==> src/rtl/uart_rx_deframer.sv <==
// uart_rx_deframer: 16x-oversampled UART receiver with a valid/ready byte output.
// Frame is 8N1 by default; define UART_RX_PARITY_EN for 8E1 (even parity checked).
module uart_rx_deframer #(
  parameter int BAUD_DIV = 54,
  parameter int OVS = 16
) (
  input  logic       CLK100MHZ,
  input  logic       fpga_rst,
  input  logic       serial_in,
  output logic [7:0] rx_data,
  output logic       rx_valid,
  input  logic       rx_ready,
  output logic       frame_err,
  output logic       overrun,
  output logic       busy
);
  localparam logic [2:0] IDLE  = 3'd0;
  localparam logic [2:0] START = 3'd1;
  localparam logic [2:0] DATA  = 3'd2;
  localparam logic [2:0] STOP  = 3'd3;
  localparam logic [2:0] BRK   = 3'd4;
`ifdef UART_RX_PARITY_EN
  localparam logic [2:0] PARITY = 3'd5;
  logic par_bit;
`endif
  logic [1:0] rst_q;
  logic rst_i;
  logic [2:0] state;
  logic [1:0] sync;
  logic [15:0] div_cnt;
  logic [3:0] ovs_cnt;
  logic [2:0] bit_cnt;
  logic [7:0] shift;
  logic done, rx_s, tick, mid, last, stop_ok;
  // Reset asserts immediately but releases synchronously to the clock.
  always_ff @(posedge CLK100MHZ or posedge fpga_rst)
    if (fpga_rst) rst_q <= 2'b11;
    else rst_q <= {rst_q[0], 1'b0};
  assign rst_i = rst_q[1];
  assign rx_s = sync[1];
  assign tick = div_cnt == 16'(BAUD_DIV - 1);
  assign mid = tick && ovs_cnt == 4'(OVS / 2 - 1);
  assign last = tick && ovs_cnt == 4'(OVS - 1);
  assign busy = state != IDLE;
`ifdef UART_RX_PARITY_EN
  assign stop_ok = rx_s && !(^shift ^ par_bit);
`else
  assign stop_ok = rx_s;
`endif
  always_ff @(posedge CLK100MHZ or posedge rst_i)
    if (rst_i) begin
      state <= IDLE;
      sync <= 2'b11;
      div_cnt <= '0;
      ovs_cnt <= '0;
      bit_cnt <= '0;
      shift <= '0;
      done <= 1'b0;
      rx_data <= '0;
      rx_valid <= 1'b0;
      frame_err <= 1'b0;
      overrun <= 1'b0;
`ifdef UART_RX_PARITY_EN
      par_bit <= 1'b0;
`endif
    end else begin
      sync <= {sync[0], serial_in};
      frame_err <= 1'b0;
      overrun <= 1'b0;
      done <= 1'b0;
      div_cnt <= (state == IDLE || tick) ? '0 : div_cnt + 16'd1;
      ovs_cnt <= (state == IDLE || (state == START && mid)) ? '0 : tick ? ovs_cnt + 4'd1 : ovs_cnt;
      // A completion arriving with a full, unaccepted holding register is dropped.
      if (done) begin
        if (rx_valid && !rx_ready) overrun <= 1'b1;
        else begin
          rx_data <= shift;
          rx_valid <= 1'b1;
        end
      end else if (rx_valid && rx_ready) rx_valid <= 1'b0;
      case (state)
        IDLE:  if (!rx_s) state <= START;
        START: if (mid) begin
          state <= rx_s ? IDLE : DATA;
          bit_cnt <= '0;
        end
        DATA:  if (last) begin
          shift <= {rx_s, shift[7:1]};
          bit_cnt <= bit_cnt + 3'd1;
`ifdef UART_RX_PARITY_EN
          if (bit_cnt == 3'd7) state <= PARITY;
`else
          if (bit_cnt == 3'd7) state <= STOP;
`endif
        end
`ifdef UART_RX_PARITY_EN
        PARITY: if (last) begin
          par_bit <= rx_s;
          state <= STOP;
        end
`endif
        STOP:  if (last) begin
          done <= stop_ok;
          frame_err <= !stop_ok;
          state <= (stop_ok || rx_s) ? IDLE : BRK;
        end
        BRK:   if (rx_s) state <= IDLE;
        default: state <= IDLE;
      endcase
    end
endmodule

==> config.mk <==
export PLATFORM = sky130hd
export DESIGN_NAME = uart_rx_deframer
export DESIGN_NICKNAME = d
export VERILOG_FILES = /design/src/rtl/uart_rx_deframer.sv
export SDC_FILE = /design/constraint.sdc
export NUM_CORES = 1
export LEC_CHECK = 0
export ABC_AREA = 1
export CORE_MARGIN = 1.5
export CORE_UTILIZATION = 58
export DETAILED_ROUTE_END_ITERATION = 8
export PLACE_DENSITY = 0.78
export SLEW_MARGIN = 40
export SYNTH_ARGS = -nofsm -noshare
export SYNTH_HDL_FRONTEND = slang
export SYNTH_SLANG_ARGS = --single-unit
==> constraint.sdc <==
create_clock -name CLK100MHZ -period 2.1 [get_ports CLK100MHZ]
set_input_delay 0.21 -clock CLK100MHZ [delete_from_list [all_inputs] [get_ports CLK100MHZ]]
set_output_delay 0.21 -clock CLK100MHZ [all_outputs]
set_load 0.01 [all_outputs]
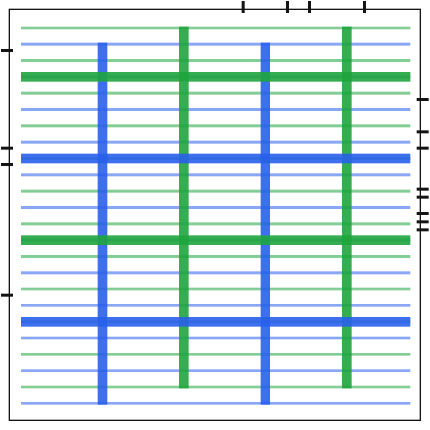
Figure 1: run 1, power grid.
Scale: 6 px per micron. Pins as bars on the die edge.
Green is VDD. Blue is VSS.
4 straps on met5. 16 signal pins sit on the boundary. The core has 23 rows. 4 straps on met4. 24 met1 rails follow the rows.
width of the die: 68.3 microns
core area: 0.00406 sq mm
die y size: 68.3 microns
VDD IR max: 0.590 mV

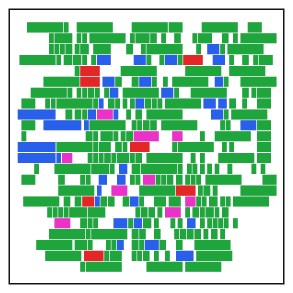
Figure 2: run 1, cell sizes after repair.
Scale: 4 px per micron.
Blue is x2, cells 36, share 12%. Green is x1 and smaller, cells 257, share 83%. Magenta is x3 and x4, cells 9, share 2.9%. Red is x6 and larger, cells 7, share 2.3%.
post-route cell area: 0.00278 sq mm
final worst slack: 263 ps
Buffers, non-clock: 17

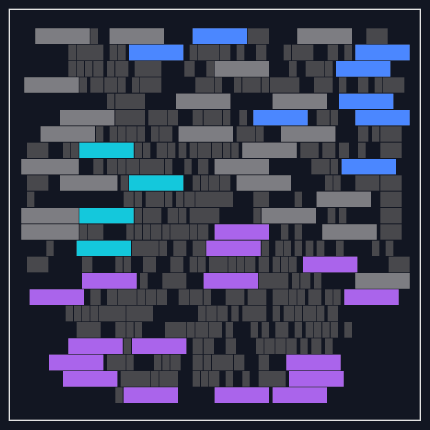
Figure 3: run 1, sequential cells colored by netlist name.
Scale: 6 px per micron. Other sequential cells in the stronger gray, the rest of the logic in the fainter gray.
Blue is rx_data, placed flops 8. Purple is div_cnt, placed flops 16. Cyan is ovs_cnt, placed flops 4, where west.
Another 22 sequential cells are not colored.
Flop area: 0.00126 sq mm
sequential power: 1.11 mW
flop share of the area: 45.3%
Finished Core Util: 68.4%

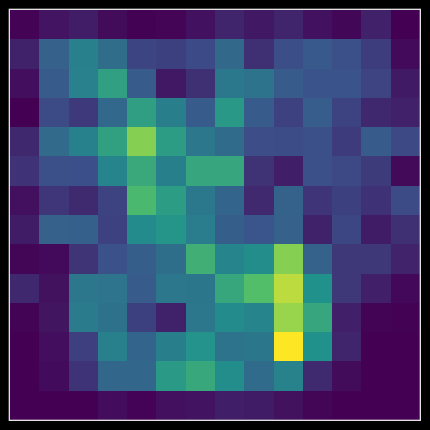
Figure 4: run 1, signal metal coverage by tile.
Scale: 6 px per micron. The die is cut into 14 by 14 equal tiles; dark purple is low, yellow is high, scaled to the fullest tile. Values are wire area over tile area, all layers added.
The fullest tile reaches 0.57. 12% of the tiles are nearly empty. 12% of the tiles are over half the peak. The densest ninth of the die: center.
Routed wire per std cell: 11.7 microns
Tot GR Track Use: 21.3%
vias: 1,864

==> flow_summary_export.csv, run 1 <==
group,metric,value,unit
logic_synthesis,postSynthSeqShare,50.8,%
global_routing,grt_pass1_vias,1693,
logic_synthesis,synth_nets,296,
finish,final_cell_mix,"nand2_1 (57), dfrtp_1 (46), nor2_1 (39)",
finish,reg_top3,"div_cnt (16), rx_data (8), shift (8)",
clock_tree,tritoncts,"done",
logic_synthesis,largest_area_cell,"dfrtp_1",
final_timing,fmax,0.544,GHz
floorplanning,die_area,0.00466,sq mm
floorplanning,initCoreUtil,60.9,%
floorplanning,pin_count,16,
final_timing,fin_worst_skew,7.83,ps
outcome,status,"finished clean",
final_timing,rsz0062_at_grt,"false",
global_routing,overflow,0,
logic_synthesis,ys_cells,287,
routing,viasPerCell,5.19,
clock_tree,cts_buffers,5,
power_and_ir_drop,powerDensity,827,mW/mm^2
setup_path,critPathCaptureType,"primary output",
==> run 1: Yosys cell counts <==
| cell | n |
|---|---|
| nand3_1 | 18 |
| mux2_2 | 1 |
| inv_1 | 32 |
| clkinv_1 | 1 |
| dfrtp_1 | 46 |
| conb_1 | 1 |
| nor2_1 | 39 |
| clkinv_2 | 1 |
| nor2_4 | 4 |
| or2_2 | 1 |
| o21ai_2 | 8 |
| nor3_1 | 10 |
| and2_4 | 1 |
| a21oi_1 | 5 |
| a31oi_1 | 1 |
| nand2_1 | 57 |
| xor2_1 | 6 |
| a21oi_2 | 1 |
| clkbuf_1 | 1 |
| dfstp_2 | 4 |
| nor2_2 | 3 |
| buf_6 | 1 |
| inv_2 | 5 |
| ha_1 | 5 |
| nand2_2 | 7 |
| nand3_2 | 1 |
| xnor2_1 | 1 |
| nor3b_2 | 1 |
| o21ai_0 | 11 |
| nand3_4 | 1 |
| nor3_2 | 2 |
| nand4_1 | 6 |
| o21ai_1 | 4 |
| buf_4 | 1 |
==> run 1: report_power, final <==
group	internal [mW]	leakage, nW	switching, mW
Sequential	1.03	0.676	0.0709
Clock	0.271	0.0478	0.327
Combinational	0.185	0.556	0.408
Total	1.49	1.28	0.806
==> run 1: critical path: cells and delay by family (launching register included) <==
family                 cells  cell delay, ps
buffers and inverters      1             560
flip-flops                 1             510
AND/OR/NAND/NOR            2             250
==> run 1: layer usage <==
layer / wire length [microns] / up-vias / share of wire, % / global-route usage [%]
met5: 0 / - / 0 / 0
met4: 86 / 0 / 2.1 / 9.75
met3: 202 / 9 / 4.8 / 6.41
met2: 1800 / 47 / 43 / 30.2
met1: 2100 / 849 / 50 / 29.9
li1: - / 959 / - / -
==> run 1: layout make-up <==
cell class | instances | area [sq um] | area share, %
tap | 50 | 62.6 | 2.25
timing repair buffer | 17 | 165 | 5.95
clock buffer | 6 | 82.6 | 2.98
inverter | 39 | 148 | 5.32
sequential | 50 | 1260 | 45.3
clock inverter | 2 | 16.3 | 0.586
multi-input combinational | 195 | 1040 | 37.6
==> run 1: how the worst max path moves through the flow <==
stage                     from    endpoint  slack [ps]  cells past startpoint
floorplan             rst_q[1]  bit_cnt[0]         620                      1
global placement    div_cnt[1]    state[1]         530                      9
detailed placement  div_cnt[1]    state[1]         490                      9
CTS                   state[2]        busy         260                      3
global route          state[2]        busy         160                      3
finish                state[2]        busy         260                      3
==> run 1: logic make-up (layout without fill, tap and decap cells) <==
logic type	count (synthesis)	after routing	share of synthesized area, %
AOI/OAI and AO/OA	30	30	7.49
xor gates and xnor gates	7	7	2.48
adders and majority gates	5	5	2.53
buffers and inverters	42	64	6.89
DFF	50	50	50.8
muxes	1	1	0.456
other	1	1	0.152
and+or+nand+nor	151	151	29.2
==> run 1: stage by stage <==
stage               instance area (sq um)  instances  util (%)
floorplan                            2470        287         -
global placement                     2680        351      66.0
detailed placement                   2680        351      66.0
CTS                                  2780        359      68.4
global route                         2780        359      68.4
finish                               2780        359      68.4
==> run 2, diff against run 1 <==
--- a/config.mk
+++ b/config.mk
@@ -8,6 +8,7 @@
 export ABC_AREA = 1
 export CORE_MARGIN = 1.5
 export CORE_UTILIZATION = 58
+export CTS_CLUSTER_DIAMETER = 200
 export DETAILED_ROUTE_END_ITERATION = 8
 export PLACE_DENSITY = 0.78
 export SLEW_MARGIN = 40
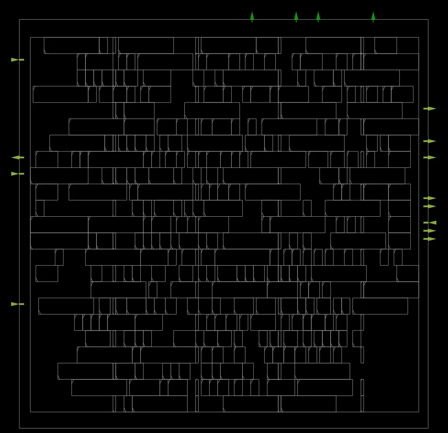
Figure 5: run 2, placed standard cells.
Final Non-Filler Cells: 359
row count: 23
fillers: 333
Tap Count: 50
Seq cells: 50

==> flow_summary_export.csv, run 2 <==
group,metric,value,unit
outcome,status,"finished clean",
floorplanning,fp.dieH,68.3,microns
floorplanning,initCoreUtil,60.9,%
logic_synthesis,simple_gate_share,29.2,%
power_and_ir_drop,ir_worst_vdd,0.590,mV
finish,seqCellArea,0.00126,sq mm
logic_synthesis,ys_sh_mux,0.456,%
final_timing,fin_worst_skew,7.83,ps
logic_synthesis,synth-edff-count,0,
global_routing,overflow,0,
finish,reg_top3,"div_cnt (16), rx_data (8), shift (8)",
logic_synthesis,xor_share,2.48,%
finish,combGateArea,0.00104,sq mm
floorplanning,die_w,68.3,microns
setup_path,critPathSlowestCell,"clkdlybuf4s50_1",
finish,final_cell_mix,"nand2_1 (57), dfrtp_1 (46), nor2_1 (39)",
logic_synthesis,synthAdderAreaFrac,2.53,%
logic_synthesis,yosysMostFrequentCell,"nand2_1",
logic_synthesis,largest_area_cell,"dfrtp_1",
routing,viasPerCell,5.19,
logic_synthesis,ys_cells,287,
logic_synthesis,synth_top_flop_cell,"dfrtp_1",
logic_synthesis,synth_nets,296,
power_and_ir_drop,powerDensity,827,mW/mm^2
final_timing,rsz0062_at_grt,"false",
setup_path,critPathCaptureType,"primary output",
logic_synthesis,top_cells_by_area,"dfrtp_1 (47%), nand2_1 (8.7%), nor2_1 (5.9%)",
routing,firstDrtPassIters,4,
final_timing,layout_setup_ws,263,ps
floorplanning,die_area,0.00466,sq mm
clock_tree,cts_buffers,5,
logic_synthesis,synthTopLogicFamily,"simple AND/OR/NAND/NOR gates",
floorplanning,pin_count,16,
global_routing,grt_pass1_vias,1693,
logic_synthesis,aoi_share,7.49,%
logic_synthesis,synth_cell_types,34,
logic_synthesis,postSynthSeqShare,50.8,%
floorplanning,core-area,0.00406,sq mm
logic_synthesis,top_cells_by_count,"nand2_1 (57), dfrtp_1 (46), nor2_1 (39)",
logic_synthesis,async_flop_share,100,%
final_timing,fmax,0.544,GHz
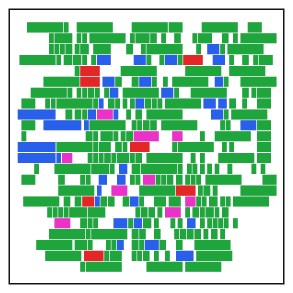
Figure 6: run 2, cell sizes after repair.
Scale: 4 px per micron.
Green is x1 and smaller, cells 257, share 83%. Red is x6 and larger, cells 7, share 2.3%. Blue is x2, cells 36, share 12%. Magenta is x3 and x4, cells 9, share 2.9%.

==> run 2: worst paths after layout <==
kind                            start  cells after the start  slack, ps    endpoint
max                          state[2]                      3        260        busy
min                          fpga_rst                      2        200    rst_q[0]
max reg2reg                div_cnt[1]                      9        470    state[1]
min reg2reg                  rst_q[1]                      1        260  ovs_cnt[3]
max in group asynchronous    rst_q[1]                      2       1220     sync[0]
min in group CLK100MHZ      serial_in                      1        300     sync[0]
==> run 2: logic make-up (layout without fill, tap and decap cells) <==
kind of cell,Yosys count,in the layout
adder cells (fa/ha/maj),5,5
flip-flops,50,50
multiplexers,1,1
buffers and inverters,42,64
AND-OR/OR-AND,30,30
AND/OR/NAND/NOR,151,151
other,1,1
XOR/XNOR,7,7
==> run 2: metrics by stage <==
step	area, sq um	utilization (%)	hold slack, ps	power [mW]	std cells
after global placement	2680	66.0	286	1.69	351
after CTS	2780	68.4	196	2.31	359
after global routing	2780	68.4	232	2.45	359
after detailed placement	2680	66.0	284	1.71	351
final	2780	68.4	203	2.30	359
after floorplan	2470	-	122	1.57	287
==> run 2: where the power goes <==
group	internal [mW]	switching (mW)
clock network	0.271	0.327
registers	1.03	0.0709
logic	0.185	0.408
==> run 2: final cells by class <==
| class | instances | area share, % |
|---|---|---|
| sequential | 50 | 45.3 |
| clock inverter | 2 | 0.586 |
| clock buffer | 6 | 2.98 |
| tap | 50 | 2.25 |
| timing repair buffer | 17 | 5.95 |
| inverter | 39 | 5.32 |
| multi-input combinational | 195 | 37.6 |
==> run 2: metal layers <==
| layer | global-route usage [%] | part of all wire, % | up-vias |
|---|---|---|---|
| met1 | 29.9 | 50 | 849 |
| met3 | 6.41 | 4.8 | 9 |
| met5 | 0 | 0 | - |
| li1 | - | - | 959 |
| met2 | 30.2 | 43 | 47 |
| met4 | 9.75 | 2.1 | 0 |
==> run 2: critical path: cells and delay by family, from the launching register on <==
family | cells | cell delay, ps
flops | 1 | 510
simple gates | 2 | 250
buf+inv | 1 | 560
Figure 7. Power grid (run 2).
Scale: 6 px per micron. Pins as bars on the die edge.
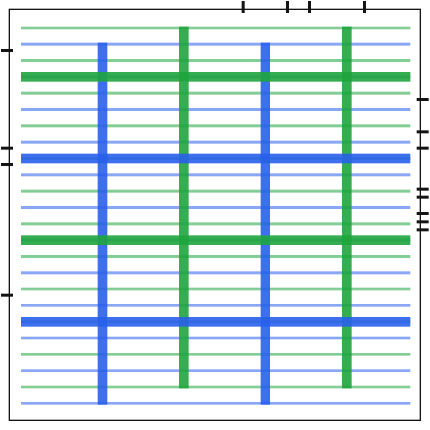

==> run 3, diff against run 2 <==
--- a/config.mk
+++ b/config.mk
@@ -10,7 +10,7 @@
 export CORE_UTILIZATION = 58
 export CTS_CLUSTER_DIAMETER = 200
 export DETAILED_ROUTE_END_ITERATION = 8
-export PLACE_DENSITY = 0.78
+export PLACE_DENSITY = 0.77
 export SLEW_MARGIN = 40
 export SYNTH_ARGS = -nofsm -noshare
 export SYNTH_HDL_FRONTEND = slang
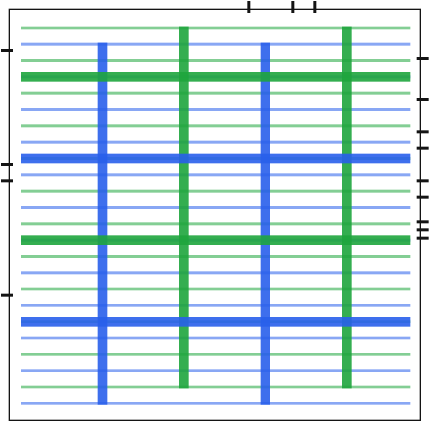
Figure 8: run 3, power grid.
Scale: 6 px per micron. Pins as bars on the die edge.
Green is VDD. Blue is VSS.
4 straps on met4. The core has 23 rows.

==> flow_summary_export.csv, run 3 <==
group,metric,value,unit
routing,firstDrtPassIters,4,
logic_synthesis,netlist_area,0.00247,sq mm
floorplanning,core-area,0.00406,sq mm
floorplanning,num_rows,23,
floorplanning,fp.dieH,68.3,microns
finish,largest-register,"div_cnt",
logic_synthesis,yosysMostFrequentCell,"nand2_1",
power_and_ir_drop,ir_worst_vdd,0.671,mV
floorplanning,pin_count,16,
power_and_ir_drop,powerDensity,828,mW/mm^2
logic_synthesis,synth_cell_types,34,
logic_synthesis,synth_top_flop_cell,"dfrtp_1",
finish,final_cell_mix,"nand2_1 (57), dfrtp_1 (46), nor2_1 (39)",
final_timing,fin_worst_skew,10.0,ps
setup_path,critPathCaptureType,"primary output",
finish,layout-drive-gt1-share,16.8,%
routing,viasPerCell,5.23,
logic_synthesis,async_flop_share,100,%
final_timing,fmax,0.551,GHz
floorplanning,initCoreUtil,60.9,%
logic_synthesis,top_cells_by_area,"dfrtp_1 (47%), nand2_1 (8.7%), nor2_1 (5.9%)",
logic_synthesis,synth_nets,296,
finish,reg_top3,"div_cnt (16), rx_data (8), shift (8)",
global_routing,grt_pass1_vias,1675,
setup_path,timing.rr.start,"div_cnt[1]",
logic_synthesis,synth-edff-count,0,
finish,fin_nets,317,
setup_path,timing.critical_path.from,"state[2]",
outcome,status,"finished clean",
global_routing,overflow,0,
placed_design,gp_congestion,0.911,
clock_tree,cts_buffers,5,
logic_synthesis,postSynthSeqShare,50.8,%
logic_synthesis,ys_cells,287,
logic_synthesis,largest_area_cell,"dfrtp_1",
finish,stdcell_area,0.00277,sq mm
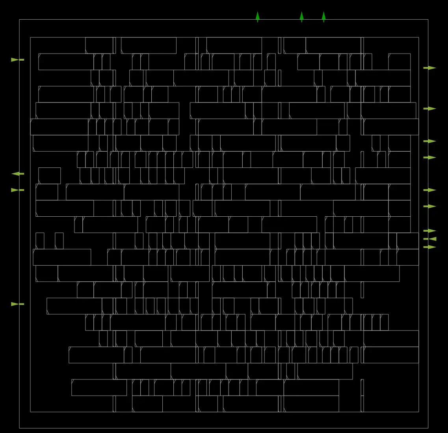
Figure 9: run 3, placed standard cells.
fillers: 342
flop share of the area: 45.3%
Finished Core Util: 68.4%

-- run 3: cells by family (layout without fill, tap and decap cells) --
| family | count (synthesis) | in the layout | synth area share, % |
|---|---|---|---|
| AND-OR/OR-AND | 30 | 30 | 7.49 |
| XOR/XNOR | 7 | 7 | 2.48 |
| adder cells (fa/ha/maj) | 5 | 5 | 2.53 |
| AND/OR/NAND/NOR | 151 | 151 | 29.2 |
| multiplexers | 1 | 1 | 0.456 |
| buffers and inverters | 42 | 64 | 6.89 |
| flip-flops | 50 | 50 | 50.8 |
| other | 1 | 1 | 0.152 |
-- run 3: metal layers --
metal	up-vias	part of all wire (%)	GRT usage (%)
li1	953	-	-
met5	-	0	0
met3	7	3.3	4.93
met2	34	46	33.5
met1	885	49	30.1
met4	0	1.6	8.25
-- run 3: worst paths after layout --
path | endpoint | slack (ps)
max | busy | 280
min | rst_q[1] | 210
max reg2reg | ovs_cnt[1] | 450
min reg2reg | rx_data[7] | 320
max in group asynchronous | sync[1] | 1140
min in group CLK100MHZ | sync[0] | 300
-- run 3: power by group --
part	switching [mW]	internal, mW	total (mW)
Combinational	0.406	0.186	0.591
Sequential	0.0696	1.03	1.10
Clock	0.353	0.249	0.602
-- run 3: per-stage QoR --
stage / std cells / utilization [%] / setup slack (ps) / power (mW)
final: 359 / 68.4 / 284 / 2.30
after global routing: 359 / 68.4 / 186 / 2.45
after CTS: 359 / 68.4 / 281 / 2.32
after detailed placement: 351 / 66.0 / 444 / 1.71
after global placement: 351 / 66.0 / 531 / 1.70
after floorplan: 287 / - / 616 / 1.57
-- run 3: area by class of cell --
cell class                 instances  area (sq um)  area share (%)
multi-input combinational        195          1040            37.7
clock inverter                     3          28.8            1.04
sequential                        50          1260            45.3
tap                               50          62.6            2.26
clock buffer                       5          68.8            2.48
timing repair buffer              17           165            5.95
inverter                          39           148            5.32
-- run 3: worst max-delay path: stages (launching register included) --
cell and delay [ps]:
dfrtp_1 490, nor2_1 100, nand2_1 140, clkdlybuf4s50_1 560
Power figures rest on the tool's default switching activity, not on a simulated workload.
